===== src/rtl/yapp_chan_rx.sv =====
// YAPP channel receiver: parses header/payload/parity from one router channel,
// buffers header and payload in a show-ahead FIFO and reports packet status.
module yapp_chan_rx #(
   parameter int         DEPTH      = 16,
   parameter int         SUSP_LEVEL = 12,
   parameter logic [1:0] CHAN_ADDR  = 2'd0
) (
   input  logic        clock,
   input  logic        reset,
   input  logic [7:0]  data,
   input  logic        data_vld,
   output logic        suspend,
   input  logic        rd_en,
   output logic [7:0]  rd_data,
   output logic        rd_empty,
   output logic        pkt_done,
   output logic        pkt_err,
   output logic [15:0] pkt_count,
   output logic [15:0] err_count
);

   localparam int AW = $clog2(DEPTH);
   localparam logic [AW-1:0] PTR_ONE  = 1;
   localparam logic [AW:0]   CNT_ONE  = 1;
   localparam logic [AW:0]   SUSP_CNT = (AW+1)'(SUSP_LEVEL);

   typedef enum logic [1:0] {IDLE, PAYLOAD, PARITY} state_t;

   state_t        state, next_state;
   logic [7:0]    mem [DEPTH];
   logic [AW-1:0] wr_ptr, rd_ptr;
   logic [AW:0]   fifo_count;
   logic [5:0]    remaining;
   logic [7:0]    parity;
   logic          hdr_bad;
   logic          vld_p0, wr_p0, pop_p0, par_p0;
   logic          vld_p1, err_p1;

   function automatic logic [15:0] sat_inc(input logic [15:0] v);
      return (v == 16'hFFFF) ? v : v + 16'd1;
   endfunction

   assign suspend  = (fifo_count >= SUSP_CNT);
   assign rd_empty = (fifo_count == '0);
   assign rd_data  = mem[rd_ptr];
   assign pkt_done = vld_p1;
   assign pkt_err  = err_p1;

   // Stage p0: byte acceptance and FIFO write/pop qualification
   assign vld_p0 = data_vld & ~suspend;
   assign par_p0 = vld_p0 & (state == PARITY);
   assign wr_p0  = vld_p0 & (state != PARITY);
   assign pop_p0 = rd_en & ~rd_empty;

   always_comb begin
      next_state = state;
      case (state)
         IDLE:    if (vld_p0) next_state = (data[7:2] == 6'd0) ? PARITY : PAYLOAD;
         PAYLOAD: if (vld_p0 && remaining == 6'd1) next_state = PARITY;
         PARITY:  if (vld_p0) next_state = IDLE;
         default: next_state = IDLE;
      endcase
   end

   always_ff @(posedge clock) begin
      if (wr_p0) mem[wr_ptr] <= data;
   end

   always_ff @(posedge clock) begin
      if (!reset) begin
         state      <= IDLE;
         wr_ptr     <= '0;
         rd_ptr     <= '0;
         fifo_count <= '0;
         remaining  <= '0;
         parity     <= '0;
         hdr_bad    <= 1'b0;
         vld_p1     <= 1'b0;
         err_p1     <= 1'b0;
         pkt_count  <= '0;
         err_count  <= '0;
      end else begin
         state <= next_state;
         if (wr_p0) wr_ptr <= wr_ptr + PTR_ONE;
         if (pop_p0) rd_ptr <= rd_ptr + PTR_ONE;
         case ({wr_p0, pop_p0})
            2'b10:   fifo_count <= fifo_count + CNT_ONE;
            2'b01:   fifo_count <= fifo_count - CNT_ONE;
            default: fifo_count <= fifo_count;
         endcase
         if (vld_p0) begin
            case (state)
               IDLE: begin
                  remaining <= data[7:2];
                  parity    <= data;
                  hdr_bad   <= (data[1:0] != CHAN_ADDR);
               end
               PAYLOAD: begin
                  remaining <= remaining - 6'd1;
                  parity    <= parity ^ data;
               end
               default: ;
            endcase
         end
         // Stage p1: packet status, one cycle after the parity byte
         vld_p1 <= par_p0;
         err_p1 <= par_p0 & ((data != parity) | hdr_bad);
         if (vld_p1) begin
            if (err_p1) err_count <= sat_inc(err_count);
            else        pkt_count <= sat_inc(pkt_count);
         end
      end
   end

endmodule


===== config.mk =====
export PLATFORM = sky130hd
export DESIGN_NAME = yapp_chan_rx
export DESIGN_NICKNAME = d
export VERILOG_FILES = /design/src/rtl/yapp_chan_rx.sv
export SDC_FILE = /design/constraint.sdc
export NUM_CORES = 1
export LEC_CHECK = 0
export CAP_MARGIN = 0
export CORE_ASPECT_RATIO = 0.7
export CORE_MARGIN = 4
export CORE_UTILIZATION = 32
export DETAILED_ROUTE_END_ITERATION = 7
export PLACE_DENSITY = 0.54
export SLEW_MARGIN = 10
export SYNTH_ARGS = -nofsm -noshare
export SYNTH_HDL_FRONTEND = slang
export SYNTH_SLANG_ARGS = --single-unit

===== constraint.sdc =====
create_clock -name clock -period 8.78 [get_ports clock]
set_input_delay 1.756 -clock clock [delete_from_list [all_inputs] [get_ports clock]]
set_output_delay 1.756 -clock clock [all_outputs]
set_load 0.03 [all_outputs]

run_1/route_heat.png
(2 px per um) 20 x 15 tiles, from dark blue (low) to red (high), scaled to the fullest tile. Values are wire area over tile area, all layers added.
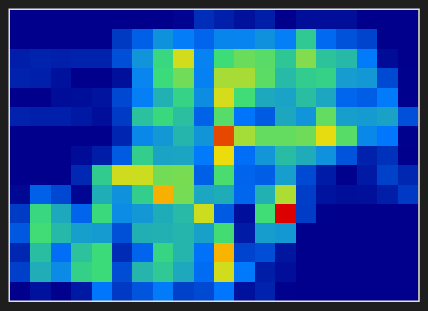
emptiest ninth of the die: bottom right
densest ninth of the die: middle
nearly empty tiles: 25%
tiles over half the peak: 12%
fullest tile: 0.47

run_1/m2.png
(2 px per um)
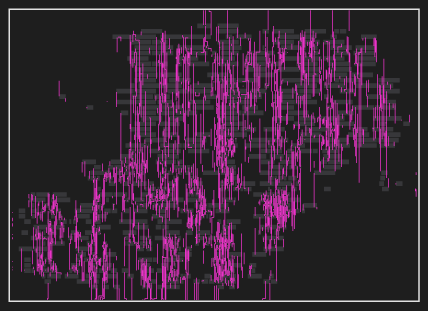
longest straight run: 54.4 um
main direction: vertical
share of all routed wire: 46%
wire length on this layer: 9,140 um
nets with wire on the layer: 635

run_1/m3.png
(2 px per um)
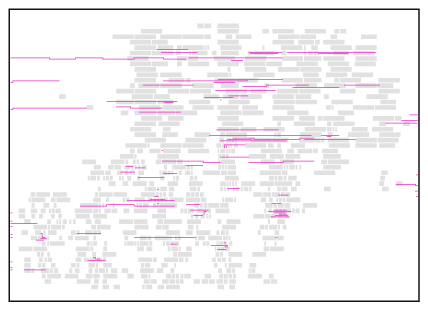
longest straight run: 51.1 um
wire length on this layer: 1,310 um
share of all routed wire: 6.5%
nets with wire on the layer: 71
main direction: horizontal

==> results_dict.tcl, run 1 <==
# flow metrics
set metrics [dict create \
    status "finished clean" \
    clkLatencyLatePin_ns 0.44 \
    dp_hpwl_um 13210 \
    power_leader "registers" \
    sequentialPowerShare 0.448 \
    comb_area_sq_mm 0.003157 \
    syn_area_sq_mm 0.008616 \
    finalSetupViolCount 0 \
    grt_use_met1 0.1935 \
    io_pins 56 \
    ys_types 67 \
    period_minus_slack_ns 4.685 \
    wl_met3_um 1306 \
    firstDrtPassIters 6 \
    grt_setup_unrepaired "no" \
    cpLargestDelayFamily "buffers and inverters" \
    area_growth_syn_to_layout_pct 17.28 \
    endpoint "rd_data[1]" \
    reg2reg_from "fifo_count[2]" \
    cp.depth 5 \
    synthCells 660 \
    critPathLaunchType "flip-flop" \
    row_count 49 \
    nClkBuffers 18 \
    synth-seq-cells 196 \
    seq_share 0.5154 \
    max_stage_delay_ns 0.60 \
    clk_pin_slew_ns 0.07 \
    finalHoldViolations 0 \
    grt_pass1_wl_um 31630 \
    end_kind "output port" \
    antenna_found_initial 0 \
    final_layout_size_suffix_gt1_frac 0.1300 \
    clk_path_buf_depth 2 \
    die_w_um 204.1 \
    r2r_cells 10 \
    logic_gates 408 \
    relSlewSlack 0.2840 \
    grt_pass1_vias 5569 \
    grt-busiest-layer "met2" \
    fp-utilization 0.3299 \
    coreArea_sq_mm 0.02612 \
    inverters_excl_clock 19 \
    worst_pin_slew_ns 1.070 \
    grt_max_degree 38 \
    antenna_cells 0 \
    clock_cell_area_share 0.05684 \
    synth.most_common_cell "edfxtp_1" \
    dp.cells 1048 \
    drc 0 \
    switching_power_mw 0.7548 \
    crit_chain "buf_4 -> mux4_2 -> a22oi_1 -> nand2_1 -> clkdlybuf4s50_1" \
    initialDrtViolationCount 364 \
    synth-xor-area-share 0.01728 \
    yosys_cells 660 \
    synth.cellmix.simpleShare 0.1307 \
    post-place-ws_ns 4.263 \
    post-cts-setup-buffers 0 \
    fmax_mhz 213.4 \
    numClockSinks 196 \
    swShare 0.3077 \
    critPathBufInv 2 \
    fp.dieH_um 145.3 \
    antenna_left 0 \
    taps 357 \
    r2r_end "fifo_count[4]" \
    tool_warnings 31 \
    yosys_warnings 0 \
    cts_made_buffers 17 \
    slowest_stage "mux4_2" \
    combinationalPowerShare 0.240 \
    placed_area_sq_mm 0.009530 \
    use_met3 0.03524 \
    fillers 2467 \
    cts_resized 0 \
    ir_drop_mv 0.1468 \
    wire_per_inst_um 18.54 \
    clk-power_mw 0.765 \
    synth_top_cell_by_area "edfxtp_1" \
    cp.arrival_ns 2.93 \
]
[run 1: registers in the layout (all words and copies together), names as in the netlist, named ones only]
register    cells
pkt_count      16
pkt_done        1
state           2
pkt_err         1
fifo_count      5
remaining       6
hdr_bad         1
rd_ptr          4
err_count      16
mem           128
parity          8
wr_ptr          4
[run 1: how the worst min path moves through the flow]
stage / startpoint / endpoint / slack (ns) / cells after the start
after global placement: remaining[5] / remaining[5] / 0.46 / 2
after global routing: hdr_bad / pkt_err / 0.51 / 1
final: hdr_bad / pkt_err / 0.49 / 1
after detailed placement: hdr_bad / pkt_err / 0.48 / 1
after floorplan: hdr_bad / pkt_err / 0.45 / 1
after CTS: hdr_bad / pkt_err / 0.50 / 1
==> inputs of run 2 (changes only) <==
==> constraint.sdc (replaced) <==
create_clock -name clock -period 4.46 [get_ports clock]
set_input_delay 0.892 -clock clock [delete_from_list [all_inputs] [get_ports clock]]
set_output_delay 0.892 -clock clock [all_outputs]
set_load 0.03 [all_outputs]
run_2/congestion_map.png
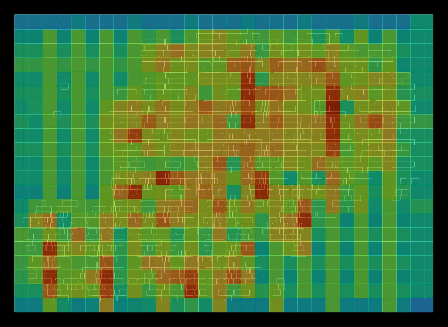
GRT Util Overall: 0.1389
met1 global-route usage: 0.2105

==> run 2 against run 1 <==
Compared with the run above:
- power is 96% higher
- first-iteration DRC count is 32% higher
- non-clock buffer count is 2 higher
- count of clock-buffer cells in the layout stayed put
- synthesized cell count stayed put
- critical path type unchanged
- via count is 0.26% higher
- synthesized area stayed put
- wire length is 1.5% higher
==> results_dict.tcl, run 2 <==
# flow metrics
set metrics [dict create \
    worst_pin_slew_ns 0.9944 \
    tool_warnings 31 \
    grt_pass1_wl_um 32240 \
    fp.dieH_um 145.3 \
    cts_made_buffers 17 \
    bufAreaShareNonClock 0.06690 \
    wl_met1_um 10060 \
    ir_drop_mv 0.2723 \
    clk-power_mw 1.44 \
    wire_per_inst_um 18.78 \
    io_pins 56 \
    slowest_stage "clkdlybuf4s50_1" \
    area_growth_syn_to_layout_pct 17.22 \
    placed_area_sq_mm 0.009557 \
    comb_area_sq_mm 0.003157 \
    grt_max_degree 38 \
    antenna_cells 0 \
    firstDrtPassIters 5 \
    synth-seq-cells 196 \
    hold_path_depth 2 \
    yosys_cells 660 \
    p_clk_frac 0.299 \
    r2r_cells 9 \
    ys_types 67 \
    synth.most_common_cell "edfxtp_1" \
    antenna_left 0 \
    nClkBuffers 18 \
    syn_area_sq_mm 0.008616 \
    fp-utilization 0.3299 \
    final_layout_size_suffix_gt1_frac 0.1310 \
    end_kind "output port" \
    clk_pin_slew_ns 0.07 \
    grt_setup_unrepaired "no" \
    power_leader "registers" \
    coreArea_sq_mm 0.02612 \
    period_minus_slack_ns 3.493 \
    fmax_mhz 286.3 \
    dp_hpwl_um 13670 \
    cp.depth 5 \
    synth-async-reset-ratio 0 \
    numClockSinks 196 \
    clk_path_buf_depth 2 \
    status "finished clean" \
    cp.arrival_ns 2.60 \
    switching_power_mw 1.518 \
    die_w_um 204.1 \
    finalHoldViolations 0 \
    largest_registers "mem (128), err_count (16), pkt_count (16)" \
    relSlewSlack 0.3364 \
    path_max_fanout 32 \
    cts_resized 0 \
    initialDrtViolationCount 481 \
    yosys_warnings 0 \
    max_stage_delay_ns 0.60 \
    synth_top_cell_by_area "edfxtp_1" \
    sequentialPowerShare 0.444 \
    fillers 2467 \
    clkLatencyLatePin_ns 0.43 \
    swShare 0.3152 \
    dp.cells 1050 \
    critPathBufInv 2 \
    seq_share 0.5155 \
    finalSetupViolCount 0 \
    logic_gates 408 \
    ys_seq_frac 0.6041 \
    powerComb_mw 1.24 \
    drc 0 \
    wl_met3_um 1208 \
    clock_cell_area_share 0.05377 \
    post-cts-setup-buffers 0 \
    row_count 49 \
    grt_pass1_vias 5554 \
    largest_reg_flops 128 \
    synthCells 660 \
]
run 2: cell counts after synthesis:
No cell type changed its count.
run 2: routing by layer:
layer,up-vias,GRT usage
met2,153,0.1993
met3,16,0.03614
met4,0,0.03247
li1,2676,-
met1,2878,0.2105
met5,-,0
run 2: cells by family (layout without fill, tap and decap cells):
family	Yosys count	after routing	synth area share
buf+inv	56	121	0.02948
simple gates	204	204	0.1307
flops	196	196	0.6041
xor+xnor	17	17	0.01728
fa+ha+maj	13	13	0.01888
compound gates	130	130	0.1018
mux	44	44	0.09773
run 2: final timing paths:
path                 start             to  slack (ns)
min reg2reg   remaining[5]   remaining[5]        0.48
max reg2reg  fifo_count[2]  fifo_count[4]        1.44
min           remaining[5]   remaining[5]        0.48
max              flip-flop     rd_data[1]        0.97
Power figures rest on the tool's default switching activity, not on a simulated workload.
